==> src/rtl/wb_stage_pkg.sv <==
// wb_stage_pkg
// Shared types and constants for the Wishbone staging register.
// Holds the FSM state type, the default width parameters, and the widths
// of the watchdog counter and of the saturating timeout event counter.
package wb_stage_pkg;

  // Default widths and options used by the top-level parameters.
  localparam int DEF_AW      = 32;
  localparam int DEF_DW      = 32;
  localparam int DEF_TW      = 4;
  localparam int DEF_TMO_CYC = 255;
  localparam int DEF_REG_RSP = 1;

  // Cycle counter for the slave watchdog.
  localparam int TMO_CNT_W = 16;

  // Counter of timeout events reported to the outside.
  localparam int EVT_CNT_W = 8;

  typedef enum logic [1:0] {
    IDLE = 2'd0,
    REQ  = 2'd1,
    RSP  = 2'd2
  } wb_state_e;

endpackage

==> src/rtl/wb_stage_wdog.sv <==
// wb_stage_wdog
// Slave watchdog for the staging register. It counts cycles spent waiting
// for the slave and flags the cycle on which the wait limit is reached.
// It also keeps a saturating count of the timeouts that were taken.
// Ports:
//   clk     - clock
//   rst     - synchronous active-high reset
//   clr     - restart the cycle count (asserted when a request is captured)
//   run     - a waiting cycle with no slave response and no abort
//   expire  - the current waiting cycle is the last one allowed
//   evt_cnt - number of timeouts since reset, saturating at all ones
module wb_stage_wdog
  import wb_stage_pkg::*;
#(
  parameter int TMO_CYC = DEF_TMO_CYC
) (
  input  logic                 clk,
  input  logic                 rst,
  input  logic                 clr,
  input  logic                 run,
  output logic                 expire,
  output logic [EVT_CNT_W-1:0] evt_cnt
);

  // A zero limit disables the watchdog entirely.
  localparam bit WDOG_EN = (TMO_CYC != 0);
  localparam logic [TMO_CNT_W-1:0] LAST_CYC =
    WDOG_EN ? TMO_CNT_W'(TMO_CYC - 1) : '0;

  logic [TMO_CNT_W-1:0] wd_cnt;

  // Cycle counter: restarts when a request is captured and advances once
  // per waiting cycle. Wrapping is harmless, since with the watchdog
  // enabled the request leaves the wait state before the count can wrap.
  always_ff @(posedge clk) begin
    if (rst) begin
      wd_cnt <= '0;
    end else if (clr) begin
      wd_cnt <= '0;
    end else if (run) begin
      wd_cnt <= wd_cnt + TMO_CNT_W'(1);
    end
  end

  // The count matches the limit minus one during the final allowed cycle,
  // so the error is presented the cycle after that.
  assign expire = WDOG_EN && (wd_cnt == LAST_CYC);

  // Timeout event counter. run already excludes cycles with a slave
  // response or an abort, so a response arriving on the expiry cycle
  // wins and is not counted here.
  always_ff @(posedge clk) begin
    if (rst) begin
      evt_cnt <= '0;
    end else if (run && expire && (evt_cnt != '1)) begin
      evt_cnt <= evt_cnt + EVT_CNT_W'(1);
    end
  end

endmodule

==> src/rtl/wb_stage_pipe.sv <==
// wb_stage_pipe
// Wishbone staging register between an interconnect master port and a slow
// or remote slave. It registers one master request towards the slave and
// (optionally) registers the slave response back. Master aborts are
// handled, and a missing slave acknowledge is turned into a bus error by a
// watchdog.
// Ports:
//   clk_i, rst_i            - clock, synchronous active-high reset
//   m_wbd_*_i               - request from the master (dat/adr/sel/we/cyc/stb/tid)
//   m_wbd_dat_o/ack_o/err_o - response to the master
//   s_wbd_dat_i/ack_i/err_i - response from the slave
//   s_wbd_*_o               - registered request to the slave
//   tmo_evt_o               - one-cycle pulse per timeout, aligned with its error
//   tmo_cnt_o               - timeouts since reset, saturating
// DW must be a multiple of 8.
module wb_stage_pipe
  import wb_stage_pkg::*;
#(
  parameter int AW      = DEF_AW,
  parameter int DW      = DEF_DW,
  parameter int TW      = DEF_TW,
  parameter int TMO_CYC = DEF_TMO_CYC,
  parameter int REG_RSP = DEF_REG_RSP
) (
  input  logic                 clk_i,
  input  logic                 rst_i,
  input  logic [DW-1:0]        m_wbd_dat_i,
  input  logic [AW-1:0]        m_wbd_adr_i,
  input  logic [DW/8-1:0]      m_wbd_sel_i,
  input  logic                 m_wbd_we_i,
  input  logic                 m_wbd_cyc_i,
  input  logic                 m_wbd_stb_i,
  input  logic [TW-1:0]        m_wbd_tid_i,
  output logic [DW-1:0]        m_wbd_dat_o,
  output logic                 m_wbd_ack_o,
  output logic                 m_wbd_err_o,
  input  logic [DW-1:0]        s_wbd_dat_i,
  input  logic                 s_wbd_ack_i,
  input  logic                 s_wbd_err_i,
  output logic [DW-1:0]        s_wbd_dat_o,
  output logic [AW-1:0]        s_wbd_adr_o,
  output logic [DW/8-1:0]      s_wbd_sel_o,
  output logic                 s_wbd_we_o,
  output logic                 s_wbd_cyc_o,
  output logic                 s_wbd_stb_o,
  output logic [TW-1:0]        s_wbd_tid_o,
  output logic                 tmo_evt_o,
  output logic [EVT_CNT_W-1:0] tmo_cnt_o
);

  localparam bit REG_EN = (REG_RSP != 0);

  wb_state_e state;
  wb_state_e state_nxt;

  logic [DW-1:0]   req_dat;
  logic [AW-1:0]   req_adr;
  logic [DW/8-1:0] req_sel;
  logic            req_we;
  logic [TW-1:0]   req_tid;

  logic            rsp_ack_q;
  logic            rsp_err_q;
  logic [DW-1:0]   rsp_dat_q;
  logic            evt_q;

  logic capture;
  logic in_req;
  logic abort;
  logic take_err;
  logic take_ack;
  logic wd_run;
  logic wd_expire;
  logic take_tmo;
  logic rsp_exit;

  // Exit conditions out of REQ, already in priority order: abort beats
  // error, error beats ack, and any slave response beats the watchdog.
  assign capture  = (state == IDLE) && m_wbd_cyc_i && m_wbd_stb_i;
  assign in_req   = (state == REQ);
  assign abort    = in_req && !m_wbd_cyc_i;
  assign take_err = in_req && m_wbd_cyc_i && s_wbd_err_i;
  assign take_ack = in_req && m_wbd_cyc_i && !s_wbd_err_i && s_wbd_ack_i;
  assign wd_run   = in_req && m_wbd_cyc_i && !s_wbd_err_i && !s_wbd_ack_i;
  assign take_tmo = wd_run && wd_expire;
  assign rsp_exit = take_err || take_ack || take_tmo;

  wb_stage_wdog #(
    .TMO_CYC (TMO_CYC)
  ) u_wdog (
    .clk     (clk_i),
    .rst     (rst_i),
    .clr     (capture),
    .run     (wd_run),
    .expire  (wd_expire),
    .evt_cnt (tmo_cnt_o)
  );

  // State register.
  always_ff @(posedge clk_i) begin
    if (rst_i) begin
      state <= IDLE;
    end else begin
      state <= state_nxt;
    end
  end

  // Next-state logic. A timeout always goes through RSP because its error
  // is registered even when slave responses are passed straight through.
  always_comb begin
    state_nxt = state;
    case (state)
      IDLE: begin
        if (capture) begin
          state_nxt = REQ;
        end
      end
      REQ: begin
        if (abort) begin
          state_nxt = IDLE;
        end else if (take_tmo) begin
          state_nxt = RSP;
        end else if (take_err || take_ack) begin
          state_nxt = REG_EN ? RSP : IDLE;
        end
      end
      RSP: begin
        state_nxt = IDLE;
      end
      default: begin
        state_nxt = IDLE;
      end
    endcase
  end

  // Request holding registers: loaded on capture, held stable through REQ,
  // and cleared as soon as the transaction leaves REQ for any reason.
  always_ff @(posedge clk_i) begin
    if (rst_i) begin
      req_dat <= '0;
      req_adr <= '0;
      req_sel <= '0;
      req_we  <= 1'b0;
      req_tid <= '0;
    end else if (capture) begin
      req_dat <= m_wbd_dat_i;
      req_adr <= m_wbd_adr_i;
      req_sel <= m_wbd_sel_i;
      req_we  <= m_wbd_we_i;
      req_tid <= m_wbd_tid_i;
    end else if (abort || rsp_exit) begin
      req_dat <= '0;
      req_adr <= '0;
      req_sel <= '0;
      req_we  <= 1'b0;
      req_tid <= '0;
    end
  end

  // Registered response. These flops are only ever set on the edge that
  // moves REQ into RSP, so they are high for exactly the one RSP cycle.
  // Read data is kept only for an ack; a timeout error carries zero data.
  always_ff @(posedge clk_i) begin
    if (rst_i) begin
      rsp_ack_q <= 1'b0;
      rsp_err_q <= 1'b0;
      rsp_dat_q <= '0;
      evt_q     <= 1'b0;
    end else begin
      rsp_ack_q <= REG_EN && take_ack;
      rsp_err_q <= (REG_EN && take_err) || take_tmo;
      rsp_dat_q <= (REG_EN && take_ack) ? s_wbd_dat_i : '0;
      evt_q     <= take_tmo;
    end
  end

  // Output decode. The slave strobe and cycle are a decode of the state
  // register. With the combinational response option, slave ack/err pass
  // through during REQ, gated by the master cycle, so an abort suppresses
  // them; the registered flops then only ever carry timeout errors.
  always_comb begin
    s_wbd_cyc_o = in_req;
    s_wbd_stb_o = in_req;
    s_wbd_dat_o = req_dat;
    s_wbd_adr_o = req_adr;
    s_wbd_sel_o = req_sel;
    s_wbd_we_o  = req_we;
    s_wbd_tid_o = req_tid;
    tmo_evt_o   = evt_q;
    m_wbd_ack_o = rsp_ack_q;
    m_wbd_err_o = rsp_err_q;
    m_wbd_dat_o = rsp_dat_q;
    if (!REG_EN) begin
      m_wbd_ack_o = rsp_ack_q || take_ack;
      m_wbd_err_o = rsp_err_q || take_err;
      if (take_ack) begin
        m_wbd_dat_o = s_wbd_dat_i;
      end
    end
  end

endmodule

==> config.mk <==
export PLATFORM = sky130hd
export DESIGN_NAME = wb_stage_pipe
export DESIGN_NICKNAME = d
export VERILOG_FILES = /design/src/rtl/wb_stage_pkg.sv /design/src/rtl/wb_stage_wdog.sv /design/src/rtl/wb_stage_pipe.sv
export SDC_FILE = /design/constraint.sdc
export NUM_CORES = 1
export LEC_CHECK = 0
export ABC_CLOCK_PERIOD_IN_PS = 4200
export CAP_MARGIN = 15
export CORE_ASPECT_RATIO = 0.75
export CORE_MARGIN = 2
export CORE_UTILIZATION = 46
export CTS_BUF_LIST = sky130_fd_sc_hd__clkbuf_8
export DETAILED_ROUTE_END_ITERATION = 8
export PLACE_DENSITY_LB_ADDON = 0.1
export SYNTH_ARGS = -nofsm -noshare
export SYNTH_HDL_FRONTEND = slang
export SYNTH_SLANG_ARGS = --single-unit
==> constraint.sdc <==
create_clock -name clk_i -period 4.2 [get_ports clk_i]
set_clock_uncertainty 0.05 [all_clocks]
set_input_delay 0.42 -clock clk_i [delete_from_list [all_inputs] [get_ports clk_i]]
set_output_delay 0.42 -clock clk_i [all_outputs]
set_load 0.01 [all_outputs]
==> GITHUB_STEP_SUMMARY, run 1 <==
## Synthesis and layout report

| Metric | Value |
|---|---|
| Total count of hold-check failures in the final report | `0` |
| Cell Type Count | `41` |
| TNS Setup | `0 ps` |
| Minimum clock period | `2709 ps` |
| Max-Slew Margin vs Limit | `0.2262` |
| Flop and latch count out of synthesis | `134` |
| Main area contributors after synthesis | `dfxtp_1, mux2i_1, nor3_1` |
| Capture instance of the worst register-to-register path | `s_wbd_dat_o[10]$_SDFFE_PP0P_` |
| Number of global-route vias before repair | `roughly 4300` |
| Mux area share | `0.1561` |
| Portion of the post-synthesis area used by sequential elements | `0.5417` |
| Comb. pwr | `0.319 mW` |
| Part of the power in registers | `0.466` |
| Start point of the critical path | `u_wdog.wd_cnt[8]$_SDFFE_PP0P_` |
| Cells after DPL | `816` |
| Required time of the worst setup path | `4400 ps` |
| Area of the mapped netlist | `0.004952 mm2` |
| Leakage power | `~2.8 nW` |
| Non-clock buffer count in the final layout | `235` |
| DRC violation total after the first TritonRoute iteration | `274` |
| Cell group occupying the most layout area | `registers` |
| Count of warnings emitted by yosys | `0` |
| Layout net count | `between 800 and 900` |
| Area fraction of the dominant cell type after synthesis | `0.5417` |
| Number of DRC violations after detailed routing | `0` |
| Maximum fanout count along the critical path | `43` |
| Mi-comb count | `just over 300` |
| Ao+oa area frac | `0.03967` |
| Count of boundary I/O pins | `around 230` |
| Total GRT Usage | `0.2357` |
| Hold-fix buffer count after cts | `0` |
| Actual transition at the worst max-transition pin | `1161 ps` |
| Post-place instance area | `0.007327 mm2` |
| EDFF count, synth | `0` |
| Portion of the layout cell area used by non-clock buffers | `0.2994` |
| N_diodes | `0` |
| Placeable Area | `0.01037 mm2` |
| Hold Path Origin | `u_wdog.wd_cnt[15]$_SDFFE_PP0P_` |
| Xor+xnor area frac | `0.01061` |
| Buffers inserted by post-CTS timing repair | `0` |
| GRT Residual Overflow | `0` |
| Nature of the critical path endpoint | `register` |
| Slew Limit Fails | `0` |
| Post-route setup slack | `between 1000 and 1500 ps` |
| Internal portion of total power | `2.219 mW` |
| Pin count of the biggest net entering global routing | `61` |
| Data arrival at the endpoint of the critical path | `2910 ps` |
| Run status | `finished clean` |
| FILL cells | `696` |
| Share of cell area taken by multi-input logic gates | `0.2732` |
| Clock transition at the registers of the reported paths | `70 ps` |
| Fraction of the mapped netlist area in adder cells | `0.007580` |
| Class of the tightest hold or removal check | `register to register` |
| Mapped Avg Cell Area | `just over 10 um2` |
| Fraction of standard cell area that is sequential | `0.3447` |
| Dpl hpwl | `9987 um` |
| Combinational share of power | `0.112` |
| Number of iterations in the first detailed-routing pass | `4` |
| Number of H-tree levels | `4` |
| Reg-to-Reg Start | `u_wdog.wd_cnt[8]$_SDFFE_PP0P_` |
==> run 1: worst max-delay path, stage by stage (launching register included) <==
cell and delay [ps]:
dfxtp_1 350, or4b_1 570, or4_1 810, a21oi_4 240
buf_4 410, nor3_1 110
==> run 1: layout by cell type, fill, tap and decap left out, types with 7 or more instances in the layout <==
cell type          n
nand4_1            7
dfxtp_1          134
or3_1              7
nand3_1           15
or4_1              8
nor3_1            75
clkbuf_8          18
nor2_1            14
o21ai_0            7
clkdlybuf4s50_1  227
buf_4              7
a21oi_1           15
and2_1            35
mux2i_1           75
nand2_1            8
==> run 1: per-layer routing <==
layer  vias up  global-route usage  part of all wire  wire, um
li1       2144                   -                 -         -
met1      2033              0.2773              0.41      5581
met2       154              0.3938              0.49      6771
met3        12              0.1001             0.094      1297
met4         0             0.06345            0.0091       125
met5         -                   0                 0         0
### M1 wires, run 1

Scale bar: 20 um. Cells faint in the background.
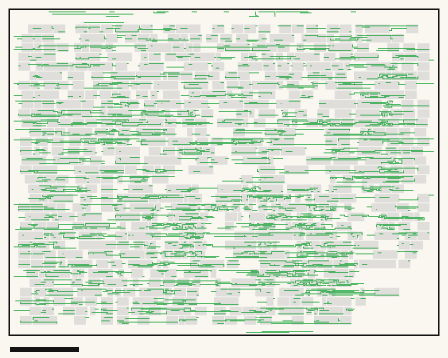
main direction: horizontal
share of all routed wire: 41%
longest straight run: 30.8 um
nets with wire on the layer: 721
wire length on this layer: 5580 um
drt total wl: 13780 um
vias post-DR: 4343

### Metal 2, run 1

Scale bar: 20 um. Cells faint in the background.
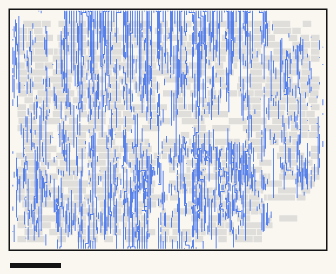
wire length on this layer: 6770 um
nets with wire on the layer: 713

### Met3 routing, run 1

Scale bar: 20 um. Cells faint in the background.
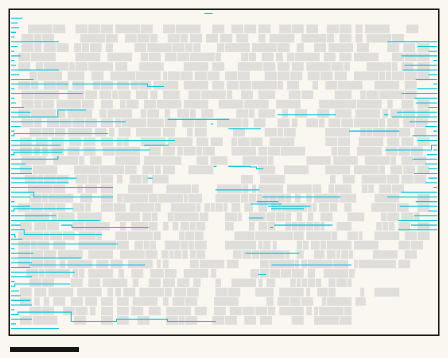
share of all routed wire: 9.4%
wire length on this layer: 1300 um
longest straight run: 47.1 um
main direction: horizontal

==> run 2: changes to the inputs <==
- ABC_CLOCK_PERIOD_IN_PS: 4200 -> 2800
- CORE_UTILIZATION: 46 -> 43
- clock period: 4.2 -> 2.8 ns (I/O delays scaled with it)
### Signal wires on met4, run 2

Scale bar: 50 um.
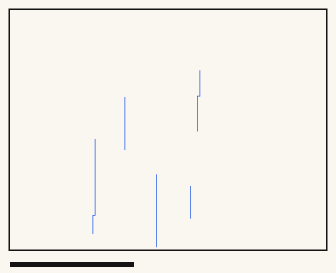
main direction: vertical
share of all routed wire: 0.90%
longest straight run: 30.7 um
wire length on this layer: 128 um
nets with wire on the layer: 4

### Metal 2, run 2

Scale bar: 50 um. Cells faint in the background.
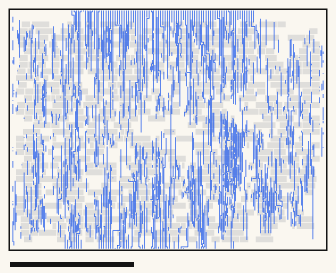
share of all routed wire: 51%
nets with wire on the layer: 715
longest straight run: 49.6 um
main direction: vertical
wire length on this layer: 7120 um
vias post-DR: 4319
drt total wl: 14110 um

==> run 2 against run 1 <==
Compared with the run above: total power up 51%; highest routed layer unchanged; register-to-register slack worse by 1300 ps; maximum frequency is 3.2% higher.
==> GITHUB_STEP_SUMMARY, run 2 <==
## Synthesis and layout report

| Metric | Value |
|---|---|
| Run status | `finished clean` |
| Critical path's top delay family | `simple AND/OR/NAND/NOR gates` |
| Count of boundary I/O pins | `roughly 230` |
| DRC violation total after the first TritonRoute iteration | `170` |
| Fraction of standard cell area that is sequential | `0.3416` |
| Minimum clock period | `2625 ps` |
| Cell repeated most along the worst path | `or4_1` |
| Number of iterations in the first detailed-routing pass | `4` |
| Cell group occupying the most layout area | `registers` |
| Met2 routing resource usage after global routing | `0.3953` |
| Comb. pwr | `0.489 mW` |
| Number of DRC violations after detailed routing | `0` |
| Portion of the layout cell area used by non-clock buffers | `0.3049` |
| Number of global-route vias before repair | `4350` |
| Dpl hpwl | `10210 um` |
| Mux area share | `0.1561` |
| Nature of the critical path endpoint | `register` |
| Met3 Wirelength | `between 1000 and 1500 um` |
| Cell Type Count | `roughly 41` |
| Area of the mapped netlist | `0.004952 mm2` |
| Area fraction of the dominant cell type after synthesis | `0.5417` |
| EDFF count, synth | `0` |
| Actual transition at the worst max-transition pin | `734.7 ps` |
| Overall power | `about 4.3 mW` |
| Maximum fanout count along the critical path | `15` |
| Layout net count | `815` |
| Post-route setup slack | `between 150 and 200 ps` |
| Required time of the worst setup path | `3090 ps` |
| CP Cell Sequence | `or4b_1 -> or4_1 -> or4_1 -> a21oi_1` |
| Main area contributors after synthesis | `dfxtp_1, mux2i_1, nor3_1` |
| Share of cell area taken by multi-input logic gates | `0.2707` |
| Wire length on met1 | `about 5700 um` |
| Number of H-tree levels | `4` |
| Post-place instance area | `0.007397 mm2` |
| Total GRT Usage | `0.2265` |
| Part of the power in registers | `0.464` |
| Routability cong. | `0.8270` |
| Most frequent logic cell in the layout | `clkdlybuf4s50_1` |
| Highest metal layer with signal wires | `met4` |
| Xor+xnor area frac | `0.01061` |
| Number of stages on the worst setup path | `4` |
| Met2 WL | `7124 um` |
| GRT Residual Overflow | `0` |
| FILL cells | `slightly below 900` |
| Hold-fix buffer count after cts | `0` |
| Mi-comb count | `306` |
| Max stage delay cell, worst path | `or4_1` |
| Flop and latch count out of synthesis | `roughly 130` |
| Max-Slew Margin vs Limit | `0.5080` |
| TNS Setup | `0 ps` |
| Cell area power density | `545.3 mW/mm2` |
| Non-clock buffer count in the final layout | `237` |
| TritonCTS clock tree | `done` |
| Clock share of power | `0.422` |
| Portion of the post-synthesis area used by sequential elements | `0.5417` |
| Total count of hold-check failures in the final report | `0` |
| Ao+oa area frac | `0.03967` |
| Slew Limit Fails | `0` |
| Commonest non-fill, non-tap cells in the layout | `clkdlybuf4s50_1, dfxtp_1, mux2i_1, nor3_1, and2_1` |
| Most crowded layer after global routing | `met2` |
| CP peak stage delay | `820 ps` |
| Leakage power | `2.839 nW` |
| Count of warnings emitted by yosys | `0` |
| Cells after DPL | `822` |
| Class of the tightest hold or removal check | `input pin to register` |
| Combinational share of power | `0.114` |
| GR Layer Usage met1 | `0.2556` |
| Buffering stage count on the worst path with inverters included | `0` |
| Placeable Area | `~0.011 mm2` |
| Internal portion of total power | `3.338 mW` |
| Met3 Track Usage GR | `0.09403` |
| Clock transition at the registers of the reported paths | `70 ps` |
| Fraction of the mapped netlist area in adder cells | `0.007580` |
| Mapped Avg Cell Area | `10.32 um2` |
run 2: cell counts after synthesis:
Identical to the previous run, type by type.
run 2: path summary, 6_finish.rpt:
path | from | to | slack (ps)
max | u_wdog.wd_cnt[8]$_SDFFE_PP0P_ | u_wdog.evt_cnt[6]$_SDFFE_PP0P_ | 170
min | rst_i | s_wbd_adr_o[27]$_SDFFE_PP0P_ | 360
min reg2reg | u_wdog.wd_cnt[15]$_SDFFE_PP0P_ | u_wdog.wd_cnt[15]$_SDFFE_PP0P_ | 450
max reg2reg | u_wdog.wd_cnt[8]$_SDFFE_PP0P_ | u_wdog.evt_cnt[6]$_SDFFE_PP0P_ | 170
run 2: worst register-to-register path: stages, from the launching register on:
cell	delay (ps)
dfxtp_1	350
or4b_1	560
or4_1	820
or4_1	600
a21oi_1	180
Power figures rest on the tool's default switching activity, not on a simulated workload.
